ff_map.png
Scale: 1.5 px per um. Other sequential cells in the stronger gray, the rest of the logic in the fainter gray.
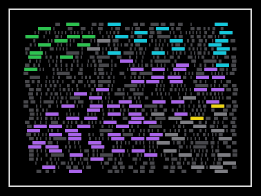
port_trees.png
Scale: 3 px per um.
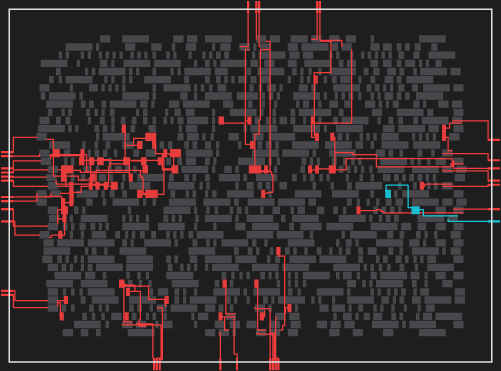
clock_nets.png
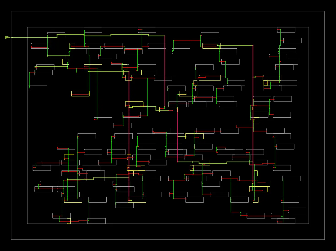
layers.png
Scale: 2 px per um.
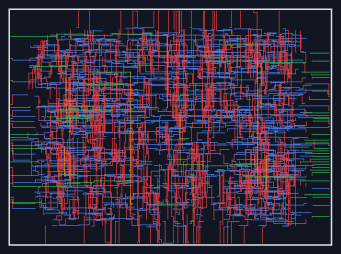
gates.png
Scale: 2 px per um.
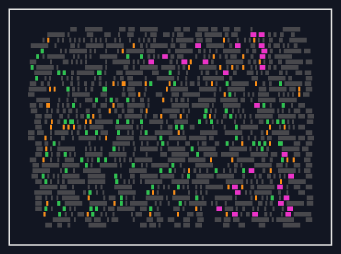
File: config.mk
export PLATFORM = sky130hd
export DESIGN_NAME = alu_decode_pipe
export DESIGN_NICKNAME = d
export VERILOG_FILES = /design/src/rtl/alu_decode_pipe.sv
export SDC_FILE = /design/constraint.sdc
export NUM_CORES = 1
export LEC_CHECK = 0
export ABC_AREA = 1
export CELL_PAD_IN_SITES_DETAIL_PLACEMENT = 1
export CELL_PAD_IN_SITES_GLOBAL_PLACEMENT = 1
export CORE_ASPECT_RATIO = 0.7
export CORE_MARGIN = 8
export CORE_UTILIZATION = 42
export DETAILED_ROUTE_END_ITERATION = 10
export PLACE_DENSITY_LB_ADDON = 0.1
export SYNTH_ARGS = -nofsm -noshare
export SYNTH_HDL_FRONTEND = slang
export SYNTH_SLANG_ARGS = --single-unit
File: constraint.sdc
create_clock -name clk -period 2.45 [get_ports clk]
set_input_delay 0.245 -clock clk [delete_from_list [all_inputs] [get_ports clk]]
set_output_delay 0.245 -clock clk [all_outputs]
set_load 0.02 [all_outputs]
File: src/rtl/alu_decode_pipe.sv
// -----------------------------------------------------------------------------
// alu_decode_pipe
//   Registered ALU-select decode stage between the instruction register and
//   the ALU/branch unit. Each accepted RV32IM instruction is decoded
//   combinationally to an ALU select code plus an illegal flag. The result is
//   written, with the raw instruction word, into a DEPTH-entry output FIFO.
//   The FIFO lets a downstream stall be absorbed for a few cycles before decode
//   has to stall.
//
// Parameters
//   SEL_W    : width of the ALU select code (>= 6); codes are zero-extended.
//   DEPTH    : output FIFO entries (power of 2, >= 2).
//   CNT_W    : width of the saturating statistics counters.
//   ENABLE_M : 1 = mul decodes to 0x0A, 0 = mul is flagged illegal.
//
// Ports
//   clk, rst_n            : clock (rising edge), asynchronous active-low reset.
//   flush                 : drops all FIFO contents and any same-cycle input.
//   in_valid/in_ready     : input handshake. in_ready depends on state only.
//   in_instr              : 32-bit instruction word.
//   out_valid/out_ready   : output handshake on the FIFO head.
//   out_select            : head ALU select code.
//   out_illegal           : head instruction is unrecognised.
//   out_instr             : head instruction word, passed through.
//   fifo_level            : current FIFO occupancy.
//   decode_count          : accepted instructions (saturating).
//   illegal_count         : accepted illegal instructions (saturating).
// -----------------------------------------------------------------------------
module alu_decode_pipe #(
  parameter int SEL_W    = 6,
  parameter int DEPTH    = 2,
  parameter int CNT_W    = 16,
  parameter int ENABLE_M = 1
) (
  input  logic                       clk,
  input  logic                       rst_n,
  input  logic                       flush,
  input  logic                       in_valid,
  output logic                       in_ready,
  input  logic [31:0]                in_instr,
  output logic                       out_valid,
  input  logic                       out_ready,
  output logic [SEL_W-1:0]           out_select,
  output logic                       out_illegal,
  output logic [31:0]                out_instr,
  output logic [$clog2(DEPTH):0]     fifo_level,
  output logic [CNT_W-1:0]           decode_count,
  output logic [CNT_W-1:0]           illegal_count
);

  localparam int PTR_W = $clog2(DEPTH);
  localparam int LVL_W = PTR_W + 1;
  localparam logic [LVL_W-1:0] DEPTH_L = LVL_W'(DEPTH);

  // Major opcodes
  localparam logic [6:0] OPC_OP     = 7'b0110011;
  localparam logic [6:0] OPC_OP_IMM = 7'b0010011;
  localparam logic [6:0] OPC_LUI    = 7'b0110111;
  localparam logic [6:0] OPC_AUIPC  = 7'b0010111;
  localparam logic [6:0] OPC_LOAD   = 7'b0000011;
  localparam logic [6:0] OPC_STORE  = 7'b0100011;
  localparam logic [6:0] OPC_JAL    = 7'b1101111;
  localparam logic [6:0] OPC_JALR   = 7'b1100111;
  localparam logic [6:0] OPC_BRANCH = 7'b1100011;

  localparam logic [6:0] F7_BASE = 7'b0000000;
  localparam logic [6:0] F7_ALT  = 7'b0100000;
  localparam logic [6:0] F7_MUL  = 7'b0000001;

  // ---------------------------------------------------------------------------
  // Combinational decode
  // ---------------------------------------------------------------------------
  logic [6:0] opcode;
  logic [2:0] funct3;
  logic [6:0] funct7;
  logic [4:0] rd;

  assign opcode = in_instr[6:0];
  assign rd     = in_instr[11:7];
  assign funct3 = in_instr[14:12];
  assign funct7 = in_instr[31:25];

  logic [5:0]       dec_code;
  logic             dec_illegal;
  logic [SEL_W-1:0] dec_select;

  // Every legal path sets both dec_code and dec_illegal=0. Anything that falls
  // through keeps the default of code 0x00 with the illegal flag set.
  always_comb begin
    dec_code    = 6'h00;
    dec_illegal = 1'b1;
    case (opcode)
      OPC_OP: begin
        if (funct7 == F7_BASE) begin
          dec_illegal = 1'b0;
          case (funct3)
            3'b000:  dec_code = 6'h00; // add
            3'b111:  dec_code = 6'h02; // and
            3'b110:  dec_code = 6'h03; // or
            3'b100:  dec_code = 6'h04; // xor
            3'b010:  dec_code = 6'h05; // slt
            3'b011:  dec_code = 6'h06; // sltu
            3'b101:  dec_code = 6'h08; // srl
            default: dec_code = 6'h09; // sll (f3 001)
          endcase
        end else if (funct7 == F7_ALT) begin
          if (funct3 == 3'b000) begin
            dec_code    = 6'h01; // sub
            dec_illegal = 1'b0;
          end else if (funct3 == 3'b101) begin
            dec_code    = 6'h07; // sra
            dec_illegal = 1'b0;
          end
        end else if (funct7 == F7_MUL && funct3 == 3'b000 && ENABLE_M != 0) begin
          dec_code    = 6'h0A; // mul
          dec_illegal = 1'b0;
        end
      end
      OPC_OP_IMM: begin
        case (funct3)
          3'b000: begin dec_code = 6'h0B; dec_illegal = 1'b0; end // addi
          3'b111: begin dec_code = 6'h0D; dec_illegal = 1'b0; end // andi
          3'b110: begin dec_code = 6'h0E; dec_illegal = 1'b0; end // ori
          3'b100: begin dec_code = 6'h0F; dec_illegal = 1'b0; end // xori
          3'b010: begin dec_code = 6'h10; dec_illegal = 1'b0; end // slti
          3'b011: begin dec_code = 6'h11; dec_illegal = 1'b0; end // sltiu
          3'b101: begin
            if (funct7 == F7_ALT) begin
              dec_code    = 6'h12; // srai
              dec_illegal = 1'b0;
            end else if (funct7 == F7_BASE) begin
              dec_code    = 6'h13; // srli
              dec_illegal = 1'b0;
            end
          end
          default: begin // f3 001
            if (funct7 == F7_BASE) begin
              dec_code    = 6'h14; // slli
              dec_illegal = 1'b0;
            end
          end
        endcase
      end
      OPC_LUI: begin
        dec_code    = 6'h15;
        dec_illegal = 1'b0;
      end
      OPC_AUIPC: begin
        dec_code    = 6'h16;
        dec_illegal = 1'b0;
      end
      OPC_LOAD: begin
        if (funct3 == 3'b010) begin
          dec_code    = 6'h17; // lw only
          dec_illegal = 1'b0;
        end
      end
      OPC_STORE: begin
        if (funct3 == 3'b010) begin
          dec_code    = 6'h18; // sw only
          dec_illegal = 1'b0;
        end
      end
      OPC_JAL: begin
        dec_code    = 6'h19;
        dec_illegal = 1'b0;
      end
      OPC_JALR: begin
        if (funct3 == 3'b000) begin
          // jalr with no link register is a plain indirect jump (jr / ret)
          dec_code    = (rd == 5'd0) ? 6'h1B : 6'h1A;
          dec_illegal = 1'b0;
        end
      end
      OPC_BRANCH: begin
        case (funct3)
          3'b000: begin dec_code = 6'h1C; dec_illegal = 1'b0; end // beq
          3'b001: begin dec_code = 6'h1D; dec_illegal = 1'b0; end // bne
          3'b100: begin dec_code = 6'h1E; dec_illegal = 1'b0; end // blt
          3'b101: begin dec_code = 6'h1F; dec_illegal = 1'b0; end // bge
          3'b110: begin dec_code = 6'h20; dec_illegal = 1'b0; end // bltu
          3'b111: begin dec_code = 6'h21; dec_illegal = 1'b0; end // bgeu
          default: ;                                               // f3 010/011
        endcase
      end
      default: ;
    endcase
  end

  assign dec_select = SEL_W'(dec_code);

  // ---------------------------------------------------------------------------
  // Handshake qualification
  // ---------------------------------------------------------------------------
  logic [LVL_W-1:0] level_q, level_d;
  logic [PTR_W-1:0] wr_ptr_q, wr_ptr_d;
  logic [PTR_W-1:0] rd_ptr_q, rd_ptr_d;
  logic             push, pop;

  // in_ready comes from the registered level only, so a full FIFO does not
  // accept even when the head is popped in the same cycle.
  assign in_ready  = (level_q < DEPTH_L);
  assign out_valid = (level_q != '0);
  assign push      = in_valid && in_ready && !flush;
  assign pop       = out_valid && out_ready && !flush;

  // ---------------------------------------------------------------------------
  // Pointer / level next state
  // ---------------------------------------------------------------------------
  always_comb begin
    level_d  = level_q;
    wr_ptr_d = wr_ptr_q;
    rd_ptr_d = rd_ptr_q;
    if (flush) begin
      // Discard everything: the read side jumps to the write side.
      level_d  = '0;
      rd_ptr_d = wr_ptr_q;
    end else begin
      if (push) wr_ptr_d = wr_ptr_q + PTR_W'(1);
      if (pop)  rd_ptr_d = rd_ptr_q + PTR_W'(1);
      case ({push, pop})
        2'b10:   level_d = level_q + LVL_W'(1);
        2'b01:   level_d = level_q - LVL_W'(1);
        default: level_d = level_q;
      endcase
    end
  end

  always_ff @(posedge clk or negedge rst_n) begin
    if (!rst_n) begin
      level_q  <= '0;
      wr_ptr_q <= '0;
      rd_ptr_q <= '0;
    end else begin
      level_q  <= level_d;
      wr_ptr_q <= wr_ptr_d;
      rd_ptr_q <= rd_ptr_d;
    end
  end

  // ---------------------------------------------------------------------------
  // FIFO storage. Entries are cleared on reset so the head outputs read zero
  // straight out of reset; once empty again they simply show stale data.
  // ---------------------------------------------------------------------------
  logic [SEL_W-1:0] mem_sel_q   [DEPTH];
  logic             mem_ill_q   [DEPTH];
  logic [31:0]      mem_instr_q [DEPTH];

  genvar gi;
  generate
    for (gi = 0; gi < DEPTH; gi++) begin : g_entry
      always_ff @(posedge clk or negedge rst_n) begin
        if (!rst_n) begin
          mem_sel_q[gi]   <= '0;
          mem_ill_q[gi]   <= 1'b0;
          mem_instr_q[gi] <= '0;
        end else if (push && (wr_ptr_q == PTR_W'(gi))) begin
          mem_sel_q[gi]   <= dec_select;
          mem_ill_q[gi]   <= dec_illegal;
          mem_instr_q[gi] <= in_instr;
        end
      end
    end
  endgenerate

  assign out_select  = mem_sel_q[rd_ptr_q];
  assign out_illegal = mem_ill_q[rd_ptr_q];
  assign out_instr   = mem_instr_q[rd_ptr_q];
  assign fifo_level  = level_q;

  // ---------------------------------------------------------------------------
  // Saturating statistics counters (unaffected by flush)
  // ---------------------------------------------------------------------------
  logic [CNT_W-1:0] dec_cnt_q, dec_cnt_d;
  logic [CNT_W-1:0] ill_cnt_q, ill_cnt_d;

  always_comb begin
    dec_cnt_d = dec_cnt_q;
    ill_cnt_d = ill_cnt_q;
    if (push && (dec_cnt_q != '1)) dec_cnt_d = dec_cnt_q + CNT_W'(1);
    if (push && dec_illegal && (ill_cnt_q != '1)) ill_cnt_d = ill_cnt_q + CNT_W'(1);
  end

  always_ff @(posedge clk or negedge rst_n) begin
    if (!rst_n) begin
      dec_cnt_q <= '0;
      ill_cnt_q <= '0;
    end else begin
      dec_cnt_q <= dec_cnt_d;
      ill_cnt_q <= ill_cnt_d;
    end
  end

  assign decode_count  = dec_cnt_q;
  assign illegal_count = ill_cnt_q;

endmodule

==> job_summary.md <==
### Metrics collected by this job

| Metric | Value |
|---|---|
| Buffering overhead | `between 10% and 20%` |
| DR pass1 iterations | `4` |
| FP Core Util | `between 40% and 50%` |
| R2R Setup Slk | `~0.43 ns` |
| Logic area | `about 2900 um2` |
| First-pass GRT wire length | `31700 um` |
| Tap cell count | `slightly below 200` |
| Tmin final | `2.23 ns` |
| Remaining DRCs | `0` |
| Multi-input combinational area share | `35.5%` |
| Clock transition at path regs | `around 0.05 ns` |
| Biggest Area Class | `combinational gates` |
| Syn Inst Count | `790` |
| Critical path capture point type | `output port` |
| Worst relative slew slack | `approximately 70%` |
| Leak pwr | `~4.0 nW` |
| Most frequent cells in the layout | `nand2_1 (293), dfrtp_1 (114), clkdlybuf4s50_1 (110)` |
| Gp weighted congestion | `0.928` |
| Met1 Use GR | `approximately a quarter` |
| Buffer depth of the longest clock path | `2` |
| Max-cap violations | `0` |
| Met2 wire len | `between 9000 and 10000 um` |
| Flop share of the area | `35.5%` |
| Top sig layer | `met4` |
| Layer with the highest usage | `met2` |
| Buf/Inv on CP | `3` |
| Cell Pwr Density | `between 900 and 1000 nW/um2` |
| Yosys Instances | `a little under 800` |
| Simple-Gate Fraction of Synth Area | `roughly 34%` |
| Non-clk bufs | `between 100 and 150` |
| Reg-to-reg critical path startpoint | `decode_count[1]$_DFFE_PN0P_` |
| Met3 WL post-DR | `~960 um` |
| Status | `complete, no violations` |
| Post-Syn Nets | `829` |
| Reg-to-Reg End | `decode_count[13]$_DFFE_PN0P_` |
| Die Span Y | `about 120 um` |
| Tcrit/Tclk final | `around 90%` |
| Row count | `37` |
| Clock network share of area | `under 10%` |
| Most numerous logic cell after layout | `nand2_1` |
| WS Path Type | `reg -> out` |
| Post-route insts no fill | `between 1000 and 1500` |
| Unique cell types | `33` |
| Most frequent cell on the critical path | `nand2_1` |
| Crit-path max cell delay | `0.62 ns` |
| Chip Area, Yosys | `approximately 6100 um2` |
| Met2 GRT Util | `between 30% and 40%` |
| Endpoints failing setup | `0` |
| Post-layout net count | `around 950` |
| Adder share | `less than 1%` |
| Pins Over Slew Limit | `0` |
| Multi-input gates | `around 580` |
| Drt via density | `slightly above 5` |
| CTS Buf Count | `17` |
| Placed insts | `1082` |
| Pre-CTS WS | `between 0.2 and 0.25 ns` |
| Core area | `~14000 um2` |
| Grt total ovfl | `0` |
| Setup WS post-layout | `around 0.22 ns` |
| Die area | `18800 um2` |
| H-tree levels | `4` |
| Layout Skew | `around 0.0053 ns` |
| Vias in the first global route | `just over 6000` |
| RSZ-0062 raised after global routing | `no` |
| YS warnings | `0` |
| Setup bufs post-CTS | `0` |
Notes on ff_map.png above:
color	name in the netlist	placed flops
cyan	`illegal_count`	16
purple	`mem_instr_q`	64
green	`mem_sel_q`	12
yellow	`fifo_level`	2
Core Util, Final: 55.5%
Flop area: 2850 um2
seq pwr: 2.72 mW

Notes on port_trees.png above:
color	port	bits	direction	end cells	buffers	wire
cyan	`out_ready`	1	input	2	1	49.8 um
red	`in_instr`	32	input	62	32	1410 um
Top Ports: 112
Port Buffers: 111

Notes on clock_nets.png above:
FFs & Latches: 114
P_clk: 2.32 mW

Notes on layers.png above:
color	layer	wire length
red	M2	9100 um
blue	M1	8590 um
green	M3	956 um
orange	M4	350 um
DR WL/cell: 17.0 um
Post-Route WL: 19000 um
GRT Total Usage: 21.3%
vias: 5692

Notes on gates.png above:
color	family	cells
green	aoi and oai cells	94
orange	inv cells	73
magenta	xor and xnor cells	27

-- report_power, final --
group / switching (mW) / total [mW] / internal, mW
logic: 1.43 / 2.46 / 1.04
registers: 0.343 / 2.72 / 2.38
clock network: 0.908 / 2.32 / 1.41
-- cell usage after synthesis (all sizes together) --
master	n	share of area, %
nand2	322	21
dfrtp	114	47
o21ai	83	6.8
inv	73	4.6
nand3	63	5.8
nor2	44	4.6
clkbuf	21	1.3
xor2	17	2.4
nor3	13	1.5
xnor2	10	1.4
a21oi	7	0.57
buf	7	1.1
nand4	6	0.61
nor4	3	0.31
o211ai	3	0.37
ha	2	0.41
a211oi	1	0.12
nand3b	1	0.12
-- how the worst max path moves through the flow --
stage	from	end	slack (ns)
floorplan	illegal_count[0]$_DFFE_PN0P_	illegal_count[13]$_DFFE_PN0P_	0.63
global placement	in_instr[13]	illegal_count[0]$_DFFE_PN0P_	0.31
detailed placement	in_instr[13]	illegal_count[11]$_DFFE_PN0P_	0.23
CTS	rd_ptr_q$_DFFE_PN0P_	out_instr[3]	0.18
global route	rd_ptr_q$_DFFE_PN0P_	out_instr[6]	0.11
finish	rd_ptr_q$_DFFE_PN0P_	out_instr[6]	0.22
-- flip-flops by register name, indices dropped and copies added, names as in the netlist --
signal	cells
mem_instr_q	64
decode_count	16
illegal_count	16
mem_sel_q	12
fifo_level	2
mem_ill_q	2
rd_ptr_q	1
wr_ptr_q	1
-- metrics by stage --
stage	total power [mW]	hold WS [ns]	cell area, um2	utilization [%]
finish	7.50	0.287	8050	55.5
global route	7.94	0.305	8050	55.5
CTS	7.60	0.279	8050	55.5
detailed placement	5.22	0.198	7480	51.6
global placement	5.11	0.194	7480	51.6
floorplan	4.01	-0.0506	6130	-
-- timing repair --
action | CTS | global route
gates resized | 0 | 0
hold buffers | 1 | 0
hold endpoints to repair | 26 | 0
No activity file was given, so power comes from the tool's default toggle rates.
